<file path="config.mk">
export PLATFORM = sky130hd
export DESIGN_NAME = transmit_block
export DESIGN_NICKNAME = d
export VERILOG_FILES = /design/src/rtl/rtl_settings_pkg.sv /design/src/rtl/transmit_block_data_lfsr.sv /design/src/rtl/transmit_block.sv
export SDC_FILE = /design/constraint.sdc
export NUM_CORES = 1
export LEC_CHECK = 0
export CAP_MARGIN = 20
export CORE_MARGIN = 2
export CORE_UTILIZATION = 49
export CTS_BUF_LIST = sky130_fd_sc_hd__clkbuf_16
export CTS_CLUSTER_SIZE = 10
export DETAILED_ROUTE_END_ITERATION = 12
export PLACE_DENSITY = 0.87
export SLEW_MARGIN = 30
export SYNTH_ARGS = -nofsm -noshare
export SYNTH_HDL_FRONTEND = slang
export SYNTH_SLANG_ARGS = --single-unit
</file>
<file path="constraint.sdc">
create_clock -name clk_i -period 13.5 [get_ports clk_i]
set_input_delay 2.7 -clock clk_i [delete_from_list [all_inputs] [get_ports clk_i]]
set_output_delay 2.7 -clock clk_i [all_outputs]
set_load 0.01 [all_outputs]
</file>
<file path="src/rtl/rtl_settings_pkg.sv">
// Shared widths, descriptor types and helpers of the memory checker.
package rtl_settings_pkg;

    localparam int AMM_DATA_W  = 128;
    localparam int AMM_ADDR_W  = 32;
    localparam int AMM_BURST_W = 8;
    localparam     ADDR_TYPE   = "BYTE";
    localparam bit BYTE_ADDR   = (ADDR_TYPE == "BYTE");
    localparam int DATA_B_W    = AMM_DATA_W / 8;
    localparam int ADDR_B_W    = $clog2(DATA_B_W);
    // In byte mode the low address bits come from start_off
    localparam int ADDR_W      = BYTE_ADDR ? (AMM_ADDR_W - ADDR_B_W) : AMM_ADDR_W;

    typedef logic [DATA_B_W-1:0] mask_t;

    typedef enum logic { FIX_DATA = 1'b0, RND_DATA = 1'b1 } data_mode_t;
    typedef enum logic { WRITE_OP = 1'b0, READ_OP = 1'b1 } trans_op_t;

    typedef struct packed {
        logic [ADDR_W-1:0]      start_addr;
        logic [ADDR_B_W-1:0]    start_off;
        logic [ADDR_B_W-1:0]    end_off;
        logic [AMM_BURST_W-1:0] words_count;
        logic [7:0]             data_ptrn;
        data_mode_t             data_mode;
    } cmp_struct_t;

    typedef struct packed {
        trans_op_t              op;
        logic [ADDR_W-1:0]      start_addr;
        logic [ADDR_B_W-1:0]    start_off;
        logic [ADDR_B_W-1:0]    end_off;
        logic [AMM_BURST_W-1:0] words_count;
        logic [7:0]             data_ptrn;
        data_mode_t             data_mode;
    } trans_struct_t;

    typedef struct packed {
        mask_t first;
        mask_t last;
        mask_t merged;
    } be_masks_t;

    // first: bytes from start_off upward; last: bytes up to end_off
    function automatic be_masks_t byteenable_ptrn(input logic [ADDR_B_W-1:0] start_off,
                                                  input logic [ADDR_B_W-1:0] end_off);
        be_masks_t m;
        for (int i = 0; i < DATA_B_W; i++) begin
            m.first[i] = (i >= int'(start_off));
            m.last[i]  = (i <= int'(end_off));
        end
        m.merged = m.first & m.last;
        return m;
    endfunction

endpackage

</file>
<file path="src/rtl/transmit_block_data_lfsr.sv">
// 8-bit data pattern generator; load seeds it, adv steps it. Same sequence as compare_block.
module data_lfsr (
    input  logic       clk_i,
    input  logic       rst_i,
    input  logic       load_i,
    input  logic [7:0] load_val_i,
    input  logic       adv_i,
    output logic [7:0] ptrn_o
);

    logic [7:0] ptrn_reg;

    always_ff @(posedge clk_i or posedge rst_i) begin
        if (rst_i) begin
            ptrn_reg <= '0;
        end else if (load_i) begin
            ptrn_reg <= load_val_i;
        end else if (adv_i) begin
            ptrn_reg <= {ptrn_reg[6:0], ptrn_reg[6] ^ ptrn_reg[1] ^ ptrn_reg[0]};
        end
    end

    assign ptrn_o = ptrn_reg;

endmodule

</file>
<file path="src/rtl/transmit_block.sv">
// Avalon-MM burst master: turns one descriptor at a time into a write or read burst.
// Optional statistics counters are built when TRANS_STAT_EN is defined.
module transmit_block
    import rtl_settings_pkg::*;
(
    input  logic                   clk_i,
    input  logic                   rst_i,
    input  logic                   test_start_i,
    input  logic                   trans_valid_i,
    input  trans_struct_t          trans_struct_i,
    output logic                   trans_ready_o,
    input  logic                   cmp_error_i,
    output logic [AMM_ADDR_W-1:0]  address_o,
    output logic                   write_o,
    output logic                   read_o,
    output logic [AMM_DATA_W-1:0]  writedata_o,
    output logic [DATA_B_W-1:0]    byteenable_o,
    output logic [AMM_BURST_W-1:0] burstcount_o,
    input  logic                   waitrequest_i,
    output logic                   cmp_en_o,
    output cmp_struct_t            cmp_struct_o,
    output logic                   trans_busy_o,
    output logic [31:0]            wr_cnt_o,
    output logic [31:0]            rd_cnt_o
);

    typedef enum logic [1:0] { IDLE_S, LOAD_S, WRITE_S, READ_S } state_t;

    state_t                 state_reg, state_next;
    trans_struct_t          desc_reg;
    logic [AMM_BURST_W-1:0] beat_cnt_reg, beat_cnt_next;
    logic                   first_beat_reg, first_beat_next;
    be_masks_t              masks_reg, masks_calc;
    logic [AMM_ADDR_W-1:0]  address_reg, address_calc;
    logic [AMM_BURST_W-1:0] burstcount_reg;
    logic                   stop_reg;
    logic                   cmp_en_reg;
    cmp_struct_t            cmp_struct_reg;
    logic [7:0]             ptrn;
    mask_t                  be_sel;
    logic                   accept, beat_acc, last_beat, rd_acc, lfsr_load, lfsr_adv;

    assign trans_ready_o = (state_reg == IDLE_S) && !stop_reg;
    assign accept        = trans_valid_i && trans_ready_o;
    assign beat_acc      = (state_reg == WRITE_S) && !waitrequest_i;
    assign rd_acc        = (state_reg == READ_S) && !waitrequest_i;
    assign last_beat     = (beat_cnt_reg == '0);
    assign lfsr_load     = (state_reg == LOAD_S);
    assign lfsr_adv      = beat_acc && (desc_reg.data_mode == RND_DATA);

    always_comb begin
        state_next      = state_reg;
        beat_cnt_next   = beat_cnt_reg;
        first_beat_next = first_beat_reg;
        case (state_reg)
            IDLE_S: if (accept) state_next = LOAD_S;
            LOAD_S: begin
                state_next      = (desc_reg.op == WRITE_OP) ? WRITE_S : READ_S;
                beat_cnt_next   = desc_reg.words_count;
                first_beat_next = 1'b1;
            end
            WRITE_S: if (beat_acc) begin
                first_beat_next = 1'b0;
                if (last_beat) state_next = IDLE_S;
                else           beat_cnt_next = beat_cnt_reg - 1'b1;
            end
            READ_S: if (!waitrequest_i) state_next = IDLE_S;
            default: state_next = IDLE_S;
        endcase
    end

    always_ff @(posedge clk_i or posedge rst_i) begin
        if (rst_i) begin
            state_reg      <= IDLE_S;
            beat_cnt_reg   <= '0;
            first_beat_reg <= 1'b0;
        end else begin
            state_reg      <= state_next;
            beat_cnt_reg   <= beat_cnt_next;
            first_beat_reg <= first_beat_next;
        end
    end

    // Descriptor contents are don't-care after reset, so no reset term
    always_ff @(posedge clk_i) begin
        if (accept) desc_reg <= trans_struct_i;
    end

    generate
        if (BYTE_ADDR) begin : g_byte_addr
            assign address_calc = {desc_reg.start_addr, desc_reg.start_off};
            assign masks_calc   = byteenable_ptrn(desc_reg.start_off, desc_reg.end_off);
        end else begin : g_word_addr
            assign address_calc = desc_reg.start_addr;
            assign masks_calc   = '1;
        end
    endgenerate

    always_ff @(posedge clk_i or posedge rst_i) begin
        if (rst_i) begin
            address_reg    <= '0;
            burstcount_reg <= '0;
            masks_reg      <= '0;
        end else if (state_reg == LOAD_S) begin
            address_reg    <= address_calc;
            burstcount_reg <= desc_reg.words_count + AMM_BURST_W'(1);
            masks_reg      <= masks_calc;
        end
    end

    // Sticky stop: an error lets the running burst finish but blocks new descriptors
    always_ff @(posedge clk_i or posedge rst_i) begin
        if (rst_i)             stop_reg <= 1'b0;
        else if (test_start_i) stop_reg <= 1'b0;
        else if (cmp_error_i)  stop_reg <= 1'b1;
    end

    always_ff @(posedge clk_i or posedge rst_i) begin
        if (rst_i) begin
            cmp_en_reg     <= 1'b0;
            cmp_struct_reg <= '0;
        end else begin
            cmp_en_reg <= rd_acc;
            if (rd_acc) begin
                cmp_struct_reg.start_addr  <= desc_reg.start_addr;
                cmp_struct_reg.start_off   <= desc_reg.start_off;
                cmp_struct_reg.end_off     <= desc_reg.end_off;
                cmp_struct_reg.words_count <= desc_reg.words_count;
                cmp_struct_reg.data_ptrn   <= desc_reg.data_ptrn;
                cmp_struct_reg.data_mode   <= desc_reg.data_mode;
            end
        end
    end

    data_lfsr u_data_lfsr (
        .clk_i      (clk_i),
        .rst_i      (rst_i),
        .load_i     (lfsr_load),
        .load_val_i (desc_reg.data_ptrn),
        .adv_i      (lfsr_adv),
        .ptrn_o     (ptrn)
    );

    always_comb begin
        be_sel = '1;
        if (desc_reg.words_count == '0) be_sel = masks_reg.merged;
        else if (first_beat_reg)        be_sel = masks_reg.first;
        else if (last_beat)             be_sel = masks_reg.last;
    end

    assign write_o      = (state_reg == WRITE_S);
    assign read_o       = (state_reg == READ_S);
    assign address_o    = address_reg;
    assign burstcount_o = burstcount_reg;
    assign byteenable_o = write_o ? be_sel : (read_o ? '1 : '0);
    assign cmp_en_o     = cmp_en_reg;
    assign cmp_struct_o = cmp_struct_reg;
    assign trans_busy_o = (state_reg != IDLE_S);

    genvar gi;
    generate
        for (gi = 0; gi < DATA_B_W; gi++) begin : g_wdata
            assign writedata_o[gi*8 +: 8] = write_o ? ptrn : 8'h00;
        end
    endgenerate

`ifdef TRANS_STAT_EN
    logic [31:0] wr_cnt_reg, rd_cnt_reg;

    always_ff @(posedge clk_i or posedge rst_i) begin
        if (rst_i) begin
            wr_cnt_reg <= '0;
            rd_cnt_reg <= '0;
        end else if (test_start_i) begin
            wr_cnt_reg <= '0;
            rd_cnt_reg <= '0;
        end else begin
            if (beat_acc && last_beat && (wr_cnt_reg != 32'hFFFF_FFFF)) wr_cnt_reg <= wr_cnt_reg + 32'd1;
            if (rd_acc && (rd_cnt_reg != 32'hFFFF_FFFF))                rd_cnt_reg <= rd_cnt_reg + 32'd1;
        end
    end

    assign wr_cnt_o = wr_cnt_reg;
    assign rd_cnt_o = rd_cnt_reg;
`else
    assign wr_cnt_o = '0;
    assign rd_cnt_o = '0;
`endif

endmodule

</file>
Fig. 1: run 1, register map, names as in the netlist
Other sequential cells in the stronger gray, the rest of the logic in the fainter gray.
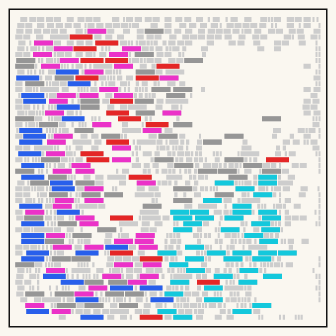
| color | signal | flops |
|---|---|---|
| blue | address_calc | 32 |
| magenta | cmp_struct_o | 53 |
| red | desc_reg | 22 |
| cyan | masks_reg | 45 |
not colored: 61
sequential share of cell area: 0.436
sequential cell area: 5600 um2
end-of-flow core utilization: 0.637

Fig. 2: run 1, M3 wires
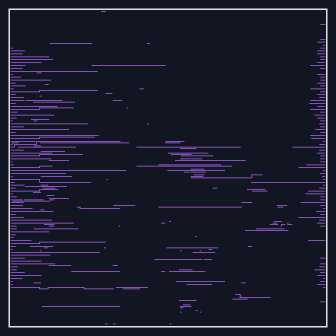
nets with wire on the layer: 224
share of all routed wire: 9.5%
longest straight run: 53.6 um
met3 Track Usage GR: 0.0680
total detailed-routing wirelength: 26200 um
total via count after detailed routing: 7471

==> impl_metrics.csv, run 1 <==
group,metric,value,unit
clocking,clk-insertion-delay-late,0.51,ns
pwr,p_clk_frac,0.194,
clocking,post_cts.resized_instances,0,
grt,overflow,0,
final_timing,layout_setup_ws,7.35,ns
pwr,share_seq_of_total_power,0.351,
critical_path,crit_chain,"buf_4 -> nand2b_1 -> clkinv_1 -> and2_1 -> clkdlybuf4s50_1",
min_path,hp-class,"reg -> reg",
yosys,ys_cells,1006,
yosys,synth.yosys.warnings,0,
critical_path,crit_startpoint,"state_reg[0]$_DFFE_PP0P_",
cells_and_area,layout.cell_area.non_filler,12800,um2
critical_path,worst_path_largest_cell_delay,0.59,ns
critical_path,timing.critical_path.to,"writedata_o[25]",
yosys,synthDistinctLibCells,62,
route,drt_iter0_markers,535,
die,top_level_ports,366,
final_timing,grt_setup_unrepaired,"no",
clocking,number_of_buffers_created_by_cts,25,
placed_design,globalplace.congestion,0.854,
final_timing,max_clock_freq,163,MHz
critical_path,cp_max_fo,27,
job,warning_count,30,
placed_design,place_worst_setup_slack,7.89,ns
cells_and_area,flow.area_growth_from_synthesis,27.8,%
die,die_width,147,um
yosys,synth.most_common_cell,"nand2_1",
placed_design,port_buffers,301,
critical_path,stages_on_worst_setup_path,5,
yosys,postSynthSeqShare,0.557,
clocking,tritoncts,"done",
yosys,post_syn_area,10100,um2
yosys,asr_flop_ratio_synth,0.746,
die,fp_util,0.499,
cells_and_area,bufAreaShareNonClock,0.239,
clocking,clk_root_buffer_cell,"clkbuf_16",
critical_path,r2r_setup_slack,10.76,ns
pwr,combinationalPower,1.40,mW
die,die_height,147,um
final_timing,final.period_utilization,0.456,
clocking,numClockSinks,213,
yosys,yosys.area_share.aoi,0.0827,
route,route.detailed.drc,0,
yosys,synthSimpleGateAreaFrac,0.162,
pwr,power.share.combinational,0.455,
yosys,synth.mux.area_fraction,0.0228,
cells_and_area,lay_top_count,"clkdlybuf4s50_1",
min_path,min_from,"desc_reg[3]$_DFFE_PP_",
yosys,yosys.area.top_type_share,0.396,
cells_and_area,top_area_cell_class,"sequential cells",
final_timing,final_max_slew_viol_count,0,
final_timing,timing.final.hold_violations,0,
pwr,p_int,1.96,mW
cells_and_area,mi_logic_area,3070,um2
pwr,total_power,3.07,mW
placed_design,placed_cell_area,12100,um2
yosys,yosys-dominant-comb-family,"buffers and inverters",
yosys,synth.cellmix.adderShare,0.00373,
pwr,power_sequential,1.08,mW
critical_path,cp_slowest_cell,"clkdlybuf4s50_1",
grt,antenna_found_initial,1,
outcome,status,"finished clean",
critical_path,timing.rr.end,"cmp_struct_o[13]$_DFFE_PP0P_",
final_timing,finalHoldWorstSlack,0.468,ns
route,topRoutingLayerUsed,"met4",
min_path,holdPathEnd,"cmp_struct_o[3]$_DFFE_PP0P_",
placed_design,dp.cells,1411,
route,firstDrtPassIters,5,
final_timing,maxSlewHeadroom,0.354,
route,wl_per_cell,18.1,um
critical_path,crit_family,"buffers and inverters",
critical_path,r2r-start,"state_reg[0]$_DFFE_PP0P_",
route,wl_met1,10400,um
Fig. 3: run 1, wires at chosen ports, followed through buffers
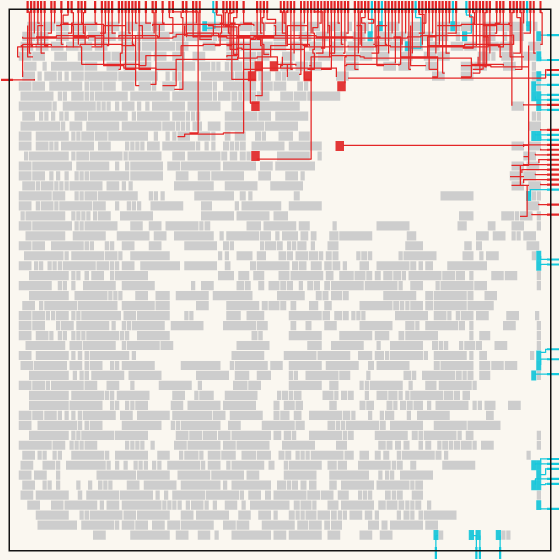
| color | port | direction | end cells | buffers | wire |
|---|---|---|---|---|---|
| cyan | wr_cnt_o | output | 32 | 0 | 136 um |
| red | writedata_o | output | 8 | 128 | 2520 um |

Fig. 4: run 1, cell outlines without signal wires
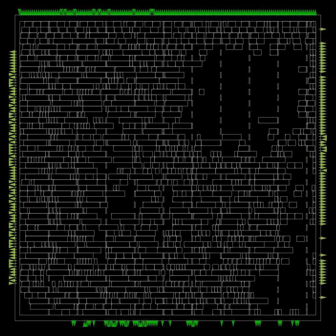
Core Area: 20200 um2
filler cell count: 1576
number of well-tap cells placed: 270
final non-filler cell total: 1454
sequential cell count of the final layout: 213

Fig. 5: run 1, wire density map
The die is cut into 29 by 29 equal tiles; black is low, pale yellow is high, scaled to the fullest tile. Values are wire area over tile area, all layers added.
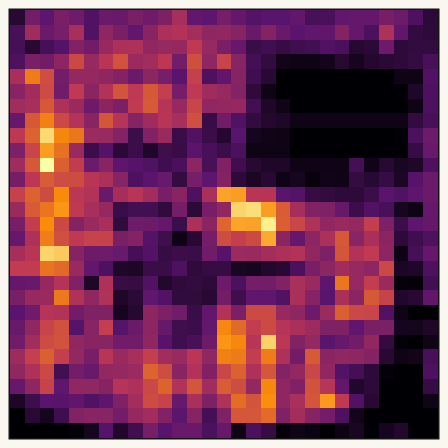

==> inputs of run 2 (changes only) <==
Settings changed: CORE_UTILIZATION 49 to 45, PLACE_DENSITY 0.87 to 0.81.
Clock period 13.5 ns to 5.91 ns, I/O delays scaled along.
Fig. 6: run 2, wire density map
The die is cut into 31 by 31 equal tiles; black is low, pale yellow is high, scaled to the fullest tile. Values are wire area over tile area, all layers added.
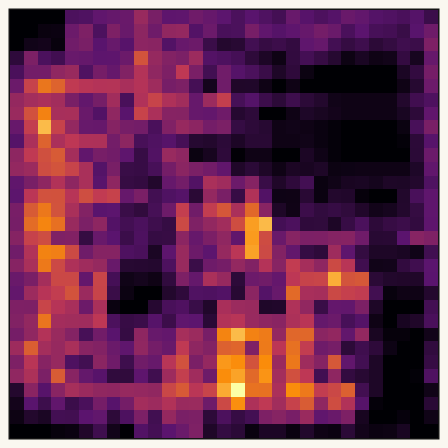
emptiest ninth of the die: top right
fullest tile: 0.69
densest ninth of the die: bottom middle
tiles over half the peak: 12%
mean over tiles: 0.18
nearly empty tiles: 8.6%
total via count after detailed routing: 7417
per-cell routed wire length: 17.8 um

Fig. 7: run 2, cell outlines without signal wires
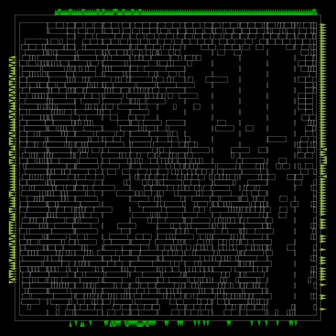
number of rows in the core area: 54
final non-filler cell total: 1466
number of well-tap cells placed: 280

==> impl_metrics.csv, run 2 <==
group,metric,value,unit
outcome,status,"finished clean",
cells_and_area,mi_logic_area,3070,um2
final_timing,grt_setup_unrepaired,"no",
critical_path,crit_chain,"nand2b_1 -> clkinv_1 -> and2_1 -> clkdlybuf4s50_1",
clocking,tritoncts,"done",
critical_path,cp_max_fo,27,
grt,grt_pass1_wl,41300,um
yosys,postSynthSeqShare,0.557,
critical_path,r2r_setup_slack,2.73,ns
cells_and_area,seq_area_frac,0.435,
cells_and_area,drive_gt1_frac,0.0641,
clocking,number_of_buffers_created_by_cts,26,
cells_and_area,top_area_cell_class,"sequential cells",
clocking,clk-insertion-delay-late,0.53,ns
critical_path,worstRegToRegCells,7,
route,detail_route.wirelength,26100,um
min_path,holdPathEnd,"address_o[19]$_DFFE_PP0N_",
yosys,synthSimpleGateAreaFrac,0.162,
pwr,share_seq_of_total_power,0.355,
route,route.antenna.remaining_nets,0,
final_timing,timing.final.hold_violations,0,
route,drt_iter0_markers,472,
cells_and_area,seqCellArea,5600,um2
final_timing,final_max_slew_viol_count,0,
pwr,p_clk_frac,0.196,
die,fp_util,0.459,
critical_path,crit_family,"buffers and inverters",
critical_path,cp_slowest_cell,"dfrtp_2",
cells_and_area,flow.area_growth_from_synthesis,28.1,%
pwr,p_int,4.47,mW
clocking,numClockSinks,213,
yosys,yosys.area.top_type_share,0.396,
critical_path,worst_path_largest_cell_delay,0.73,ns
final_timing,layout_setup_ws,1.25,ns
yosys,synth.mux.area_fraction,0.0228,
critical_path,timing.rr.end,"cmp_struct_o[30]$_DFFE_PP0P_",
route,firstDrtPassIters,4,
cells_and_area,bufAreaShareNonClock,0.239,
min_path,hp-class,"reg -> reg",
placed_design,place_worst_setup_slack,1.52,ns
route,wl_met1,10300,um
route,route.detailed.drc,0,
yosys,synth.cellmix.adderShare,0.00373,
cells_and_area,numSequentialCells,213,
yosys,ys_cells,1006,
die,die_height,153,um
yosys,yosys-dominant-comb-family,"buffers and inverters",
grt,overflow,0,
yosys,post_syn_area,10100,um2
pwr,combinationalPower,3.15,mW
final_timing,max_clock_freq,214,MHz
placed_design,port_buffers,301,
die,placeableCoreArea,21900,um2
final_timing,final.period_utilization,0.789,
yosys,synth.yosys.warnings,0,
route,topRoutingLayerUsed,"met4",
grt,grt_use_met3,0.0669,
critical_path,r2r-start,"state_reg[0]$_DFFE_PP0P_",
clocking,post_cts.resized_instances,0,
yosys,asr_flop_ratio_synth,0.746,
yosys,yosys.area_share.aoi,0.0827,
placed_design,dp.cells,1422,
pwr,power.share.combinational,0.449,
cells_and_area,finalCoreUtilization,0.588,
grt,antenna_found_initial,0,
critical_path,timing.critical_path.to,"writedata_o[42]",
clocking,clk_root_buffer_cell,"clkbuf_16",
cells_and_area,n_fill_cell,1807,
placed_design,placed_cell_area,12100,um2
pwr,total_power,7.01,mW
cells_and_area,lay_top_count,"clkdlybuf4s50_1",
die,top_level_ports,366,
Fig. 8: run 2, wires at chosen ports, followed through buffers
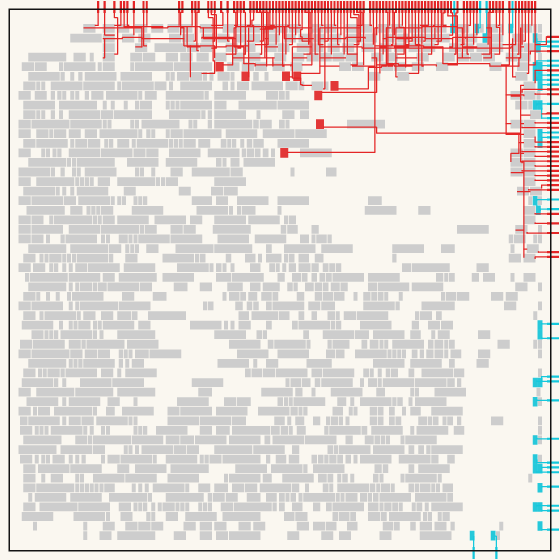

==> inputs of run 3 (changes only) <==
Clock period 5.91 ns to 4.5 ns, I/O delays scaled along.
Fig. 9: run 3, wires at chosen ports, followed through buffers
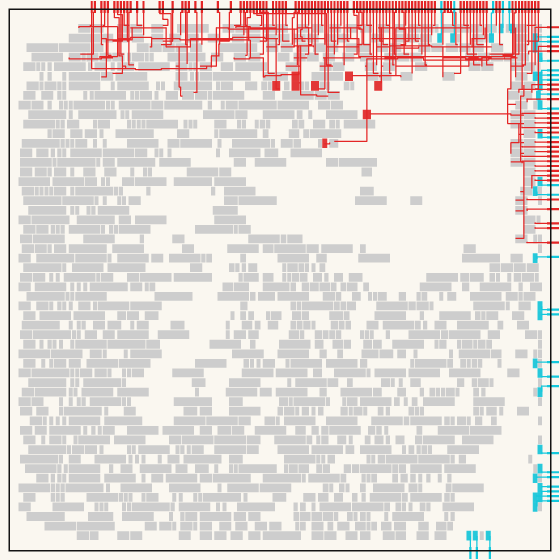
| color | port | direction | end cells | buffers | wire |
|---|---|---|---|---|---|
| cyan | wr_cnt_o | output | 32 | 0 | 122 um |
| red | writedata_o | output | 8 | 129 | 2280 um |

Fig. 10: run 3, wire density map
The die is cut into 31 by 31 equal tiles; black is low, pale yellow is high, scaled to the fullest tile. Values are wire area over tile area, all layers added.
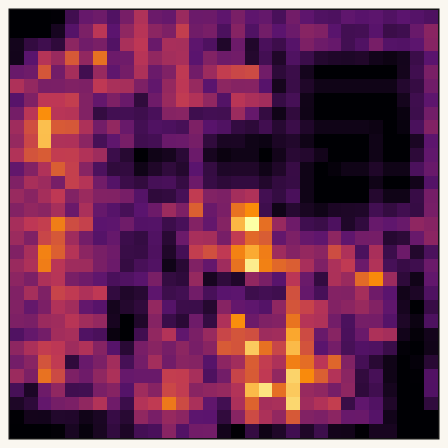
total via count after detailed routing: 7363
per-cell routed wire length: 17.5 um
total detailed-routing wirelength: 25600 um
aggregate global-route resource usage: 0.210

==> impl_metrics.csv, run 3 <==
group,metric,value,unit
outcome,status,"finished clean",
final_timing,layout_setup_ws,0.387,ns
critical_path,worstRegToRegCells,4,
route,wl_met1,10500,um
final_timing,max_clock_freq,243,MHz
cells_and_area,seq_area_frac,0.435,
route,drt_iter0_markers,481,
critical_path,timing.critical_path.to,"byteenable_o[4]",
pwr,power.share.combinational,0.457,
die,placeableCoreArea,21900,um2
die,rows,54,
yosys,asr_flop_ratio_synth,0.746,
cells_and_area,top_area_cell_class,"sequential cells",
placed_design,placed_cell_area,12200,um2
clocking,numClockSinks,213,
grt,overflow,0,
die,die_height,153,um
yosys,synth.cellmix.adderShare,0.00373,
yosys,synth.mux.area_fraction,0.0228,
yosys,yosys.area.top_type_share,0.396,
critical_path,worst_path_largest_cell_delay,0.68,ns
pwr,combinationalPower,4.18,mW
clocking,clk_root_buffer_cell,"clkbuf_16",
placed_design,place_worst_setup_slack,0.962,ns
grt,grt_pass1_wl,39900,um
final_timing,timing.final.hold_violations,0,
pwr,total_power,9.14,mW
yosys,yosys-dominant-comb-family,"buffers and inverters",
critical_path,cp_slowest_cell,"or3_1",
cells_and_area,bufAreaShareNonClock,0.242,
grt,antenna_found_initial,0,
die,number_of_well_tap_cells_placed,280,
die,top_level_ports,366,
route,route.detailed.drc,0,
pwr,p_clk_frac,0.191,
cells_and_area,mi_logic_area,3060,um2
route,route.antenna.remaining_nets,0,
cells_and_area,numSequentialCells,213,
route,topRoutingLayerUsed,"met4",
Power figures rest on the tool's default switching activity, not on a simulated workload.
